[src/rtl/coin_frame_scheduler.sv]
// Coin/buy scheduler for the vending machine serial port: round-robin coin frames,
// LSB-first serialization with a one-cycle enable drop, buys interleaved between frames.
module coin_frame_scheduler #(
  parameter int                  FRAME_LEN    = 12,
  parameter int                  GAP          = 3,
  parameter logic [FRAME_LEN-1:0] PENNY_CODE   = 12'b101111000000,
  parameter logic [FRAME_LEN-1:0] NICKEL_CODE  = 12'b110100000000,
  parameter logic [FRAME_LEN-1:0] DIME_CODE    = 12'b101100000000,
  parameter logic [FRAME_LEN-1:0] QUARTER_CODE = 12'b111011110000
) (
  input  logic       clk,
  input  logic       reset,
  input  logic [3:0] coin_req,
  output logic [3:0] coin_ack,
  input  logic       buy_req,
  input  logic [1:0] buy_product,
  output logic       buy_ack,
  output logic       serial_out,
  output logic       enable,
  output logic       buy,
  output logic [1:0] product,
  output logic       busy
);

  localparam int CW = (FRAME_LEN > 1) ? $clog2(FRAME_LEN) : 1;
  localparam int GW = (GAP > 1) ? $clog2(GAP) : 1;

  typedef enum logic [1:0] {IDLE, SHIFT, GAP_S, BUY} state_t;

  state_t               state;
  logic [FRAME_LEN-1:0] shreg;
  logic [CW-1:0]        bit_cnt;
  logic [GW-1:0]        gap_cnt;
  logic [1:0]           rr;
  logic                 last_was_coin;

  logic                 decide;
  logic                 take_buy;
  logic                 take_coin;
  logic [1:0]           grant;

  // Circular search starting at ptr+1; ptr itself is checked last.
  function automatic logic [1:0] rr_pick(input logic [3:0] req, input logic [1:0] ptr);
    logic [1:0] idx;
    rr_pick = ptr;
    for (int i = 4; i >= 1; i--) begin
      idx = ptr + 2'(i);
      if (req[idx]) rr_pick = idx;
    end
  endfunction

  function automatic logic [FRAME_LEN-1:0] code_of(input logic [1:0] k);
    case (k)
      2'd0:    code_of = PENNY_CODE;
      2'd1:    code_of = NICKEL_CODE;
      2'd2:    code_of = DIME_CODE;
      default: code_of = QUARTER_CODE;
    endcase
  endfunction

  // The last gap cycle makes the same decision as IDLE, so back-to-back frames
  // start every FRAME_LEN+GAP cycles without an extra idle cycle.
  // NOTE: every signal written in always_comb gets a value on every path, so no latch is inferred.
  always_comb begin
    decide    = (state == IDLE) || (state == GAP_S && gap_cnt == GW'(GAP - 1));
    take_buy  = buy_req && ((coin_req == 4'b0000) || last_was_coin);
    take_coin = !take_buy && (coin_req != 4'b0000);
    grant     = rr_pick(coin_req, rr);
  end

  // NOTE: sequential state uses non-blocking assignments so every flop samples pre-edge values.
  // NOTE: the shift register is reset too; an aborted frame must never leak stale bits.
  always_ff @(posedge clk or negedge reset) begin
    if (!reset) begin
      state         <= IDLE;
      shreg         <= '0;
      bit_cnt       <= '0;
      gap_cnt       <= '0;
      rr            <= 2'd3;
      last_was_coin <= 1'b0;
      coin_ack      <= 4'b0000;
      buy_ack       <= 1'b0;
      serial_out    <= 1'b0;
      enable        <= 1'b1;
      buy           <= 1'b0;
      product       <= 2'd0;
      busy          <= 1'b0;
    end else begin
      coin_ack <= 4'b0000;
      buy_ack  <= 1'b0;
      buy      <= 1'b0;
      enable   <= 1'b1;

      if (decide) begin
        if (take_buy) begin
          state         <= BUY;
          buy           <= 1'b1;
          buy_ack       <= 1'b1;
          product       <= buy_product;
          last_was_coin <= 1'b0;
          serial_out    <= 1'b0;
          busy          <= 1'b1;
        end else if (take_coin) begin
          state           <= SHIFT;
          shreg           <= code_of(grant);
          serial_out      <= code_of(grant)[0];
          enable          <= 1'b0;
          coin_ack[grant] <= 1'b1;
          rr              <= grant;
          last_was_coin   <= 1'b1;
          bit_cnt         <= '0;
          busy            <= 1'b1;
        end else begin
          state      <= IDLE;
          serial_out <= 1'b0;
          busy       <= 1'b0;
        end
      end else begin
        case (state)
          SHIFT: begin
            if (bit_cnt == CW'(FRAME_LEN - 1)) begin
              state      <= GAP_S;
              gap_cnt    <= '0;
              serial_out <= 1'b0;
            end else begin
              shreg      <= shreg >> 1;
              serial_out <= shreg[1];
              bit_cnt    <= bit_cnt + CW'(1);
            end
          end
          BUY: begin
            state      <= GAP_S;
            gap_cnt    <= '0;
            serial_out <= 1'b0;
          end
          GAP_S: begin
            gap_cnt    <= gap_cnt + GW'(1);
            serial_out <= 1'b0;
          end
          default: begin
            state <= IDLE;
            busy  <= 1'b0;
          end
        endcase
      end
    end
  end

endmodule

[config.mk]
export PLATFORM = sky130hd
export DESIGN_NAME = coin_frame_scheduler
export DESIGN_NICKNAME = d
export VERILOG_FILES = /design/src/rtl/coin_frame_scheduler.sv
export SDC_FILE = /design/constraint.sdc
export NUM_CORES = 1
export LEC_CHECK = 0
export CAP_MARGIN = 20
export CORE_ASPECT_RATIO = 0.7
export CORE_MARGIN = 1.5
export CORE_UTILIZATION = 30
export CTS_BUF_LIST = sky130_fd_sc_hd__clkbuf_4
export DETAILED_ROUTE_END_ITERATION = 7
export GPL_ROUTABILITY_DRIVEN = 0
export PLACE_DENSITY = 0.54
export SLEW_MARGIN = 20
export SYNTH_ARGS = -nofsm -noshare
export SYNTH_HDL_FRONTEND = slang
export SYNTH_SLANG_ARGS = --single-unit
[constraint.sdc]
create_clock -name clk -period 2.3 [get_ports clk]
set_input_delay 0.46 -clock clk [delete_from_list [all_inputs] [get_ports clk]]
set_output_delay 0.46 -clock clk [all_outputs]
set_load 0.05 [all_outputs]
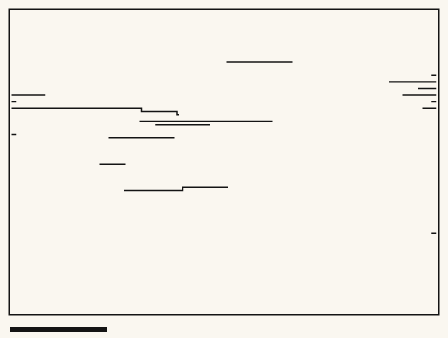
Fig. 1. Signal wires on met3.
Scale bar: 20 microns.
- main direction: horizontal
- wire length on this layer: 160 microns
met3 track utilization from global routing: 4.491%
routed via count: 1083

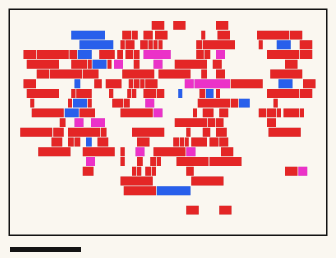
Fig. 2. Sizing map.
Scale bar: 20 microns.
- drive 3 to 4: magenta (cells 14; share 8.5%)
- drive 1 or less: red (cells 136; share 83%)
- drive 2: blue (cells 14; share 8.5%)

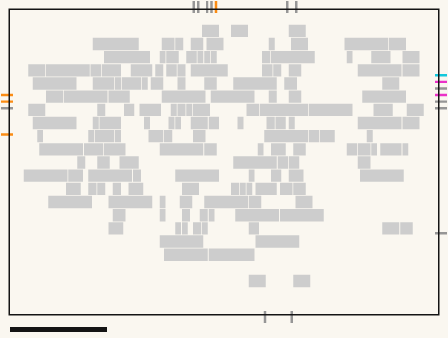
Fig. 3. Ports around the boundary.
Scale bar: 20 microns. Pins as bars across the die edge, other pins in grey.
- `buy`: cyan (pins 1; direction output; edge right)
- `coin_ack`: orange (pins 4; direction output; edge 3 left, 1 top)
- `buy_product`: magenta (pins 2; direction input; edge right)
- all pins by edge: 7 top, 7 right, 4 left, 2 bottom

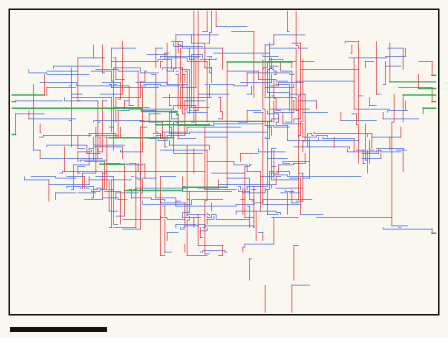
Fig. 4. Signal wires by layer.
Scale bar: 20 microns.
- met2: red (wire length 1300 microns)
- met3: green (wire length 160 microns)
- met1: blue (wire length 1480 microns)

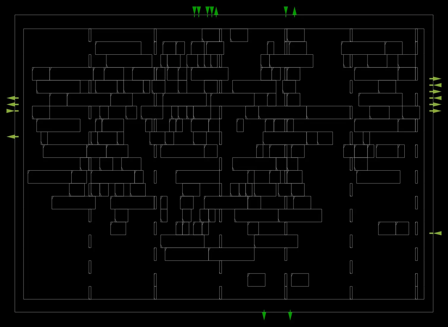
Fig. 5. Placement view.
number of flip-flops and latches: 32
final cell count without fillers: 233
fraction of area in registers: 43.30%
Floorplan Core Area: 4835 sq um
Fillers: 489

==> flow_summary.yaml <==
# generated from flow reports
power_and_ir_drop:
  switching_share_pct: 41.31
  powerDensity_nw_per_um2: 1221
drt:
  finalWirelength_mm: 2.935
  antenna_violating_nets_post_route: 0
  drt_first_iter_violations: 91
  detailedRoute.firstPassIterationCount: 4
  detail_route.wl_per_cell_microns: 12.60
synthesis:
  synth_warnings: 0
  post_synth_ao_oa_area_fraction_pct: 14.13
  synth.area.mux_share_pct: 4.248
  synth_chip_area_sq_um: 1531
  netlist_area_sq_um: 1531
  yosysCellCount: 137
  yosys.area_share.adder_pct: 6.536
  yosys.cell_types.count: 38
  synth.top_cells.by_area: "sky130_fd_sc_hd__dfrtp_1, sky130_fd_sc_hd__ha_1, sky130_fd_sc_hd__dfstp_2, sky130_fd_sc_hd__nand2_1, sky130_fd_sc_hd__o21ai_0"
die:
  floorplan.rows: 21
  die_w_microns: 88.40
  ios: 20
critical_path:
  setup.worst_path.end_class: "output port"
  worstPathRequired_ns: 1.84
  worst_setup_path_type: "reg2out"
  r2r_slack_ns: 0.51
timing:
  maxSlewViolCount: 0
  rsz_0062_raised_after_global_routing: "false"
clocking:
  cts_tree: "yes"
  clk-insertion-delay-late_ns: 0.33
  postCtsHoldBufs: 0
  total_clock_buffers_created_by_cts: 5
  clock_tree.root_cell: "sky130_fd_sc_hd__clkbuf_4"
  post-cts-setup-buffer-count: 0
outcome:
  outcome: "completed"
placement:
  dp_cells: 225
  dpl.hpwl_mm: 2.042
global_routing:
  grt_antenna_before_repair: 0
  grt_first_pass_wirelength_mm: 5.230
final_layout:
  nets: 180
  seqCellArea_sq_um: 804.5
[sequential cells by signal, indices dropped and copies added, names as in the netlist]
| signal | flops |
|---|---|
| bit_cnt | 4 |
| busy | 1 |
| buy | 1 |
| coin_ack | 4 |
| enable | 1 |
| gap_cnt | 2 |
| last_was_coin | 1 |
| product | 2 |
| rr | 2 |
| serial_out | 1 |
| shreg | 11 |
| state | 2 |
[stage by stage]
stage,setup slack (ns),total power (uW),setup TNS (ns),hold slack [ns],util (%)
global placement,0.08500,1950,0,0.4452,37.37
finish,0.1918,2268,0,0.4665,38.43
global route,0.1318,2458,0,0.5120,38.43
CTS,0.1587,2301,0,0.4687,38.43
detailed placement,-0.005034,1970,-0.005034,0.4532,37.37
floorplan,0.4711,1688,0,0.1644,-
[per-layer routing]
layer | GRT usage, % | wire [microns] | vias to the layer above | share of wire, %
li1 | - | - | 526 | -
met1 | 17.28 | 1476 | 534 | 50
met2 | 17.65 | 1299 | 23 | 44
met3 | 4.491 | 159 | 0 | 5.4
met4 | 4.688 | 0 | 0 | 0
met5 | 0 | 0 | - | 0
[cell usage in the layout (no fill, tap or decap), drive strengths merged, types with 5 or more instances in the layout]
cell           synthesis  layout
o21ai                  9       9
ha                     8       8
nand3                  5       5
inv                    6       6
nor2                  10      10
buf                    5       6
clkdlybuf4s50          0      19
dfrtp                 29      29
nand2                 17      17
clkbuf                 1       5
[path summary, 6_finish.rpt]
path / startpoint / end / depth (start not counted)
worst max-delay path: enable / enable / 1
worst min-delay path: shreg[2] / shreg[1] / 2
worst max register to register: bit_cnt[0] / shreg[8] / 5
worst min register to register: shreg[2] / shreg[1] / 2
max in group asynchronous: reset / rr[0] / 2
min in group asynchronous: reset / gap_cnt[1] / 2
[synth_stat cells, drive strengths merged (4+ instances only)]
| master | instances |
|---|---|
| nor2 | 10 |
| mux2 | 4 |
| dfrtp | 29 |
| a21oi | 4 |
| a2bb2oi | 4 |
| inv | 6 |
| o21ai | 9 |
| ha | 8 |
| buf | 5 |
| and2 | 4 |
| nor2b | 4 |
| nand2 | 17 |
| nand3 | 5 |
[cells by family after synthesis]
kind of cell | after synthesis
AND-OR/OR-AND | 29
AND/OR/NAND/NOR | 49
multiplexers | 6
adder cells (fa/ha/maj) | 8
buffers and inverters | 12
XOR/XNOR | 1
flip-flops | 32
[final cells by class]
type	instances	share of cell area, %
multi-input cells	93	35.42
flip-flops and latches	32	43.30
clock buffers	5	2.020
well taps	69	4.646
inverters	6	1.212
repair buffers	25	12.66
clock inverters	3	0.7407
[power groups by stage]
stage / combinational, uW / clock (uW) / sequential [uW]
finish: 1030 / 311 / 928
global route: 1140 / 357 / 960
CTS: 1040 / 331 / 929
detailed placement: 1030 / 0 / 938
global placement: 1020 / 0 / 931
floorplan: 616 / 0 / 1070
Power figures rest on the tool's default switching activity, not on a simulated workload.
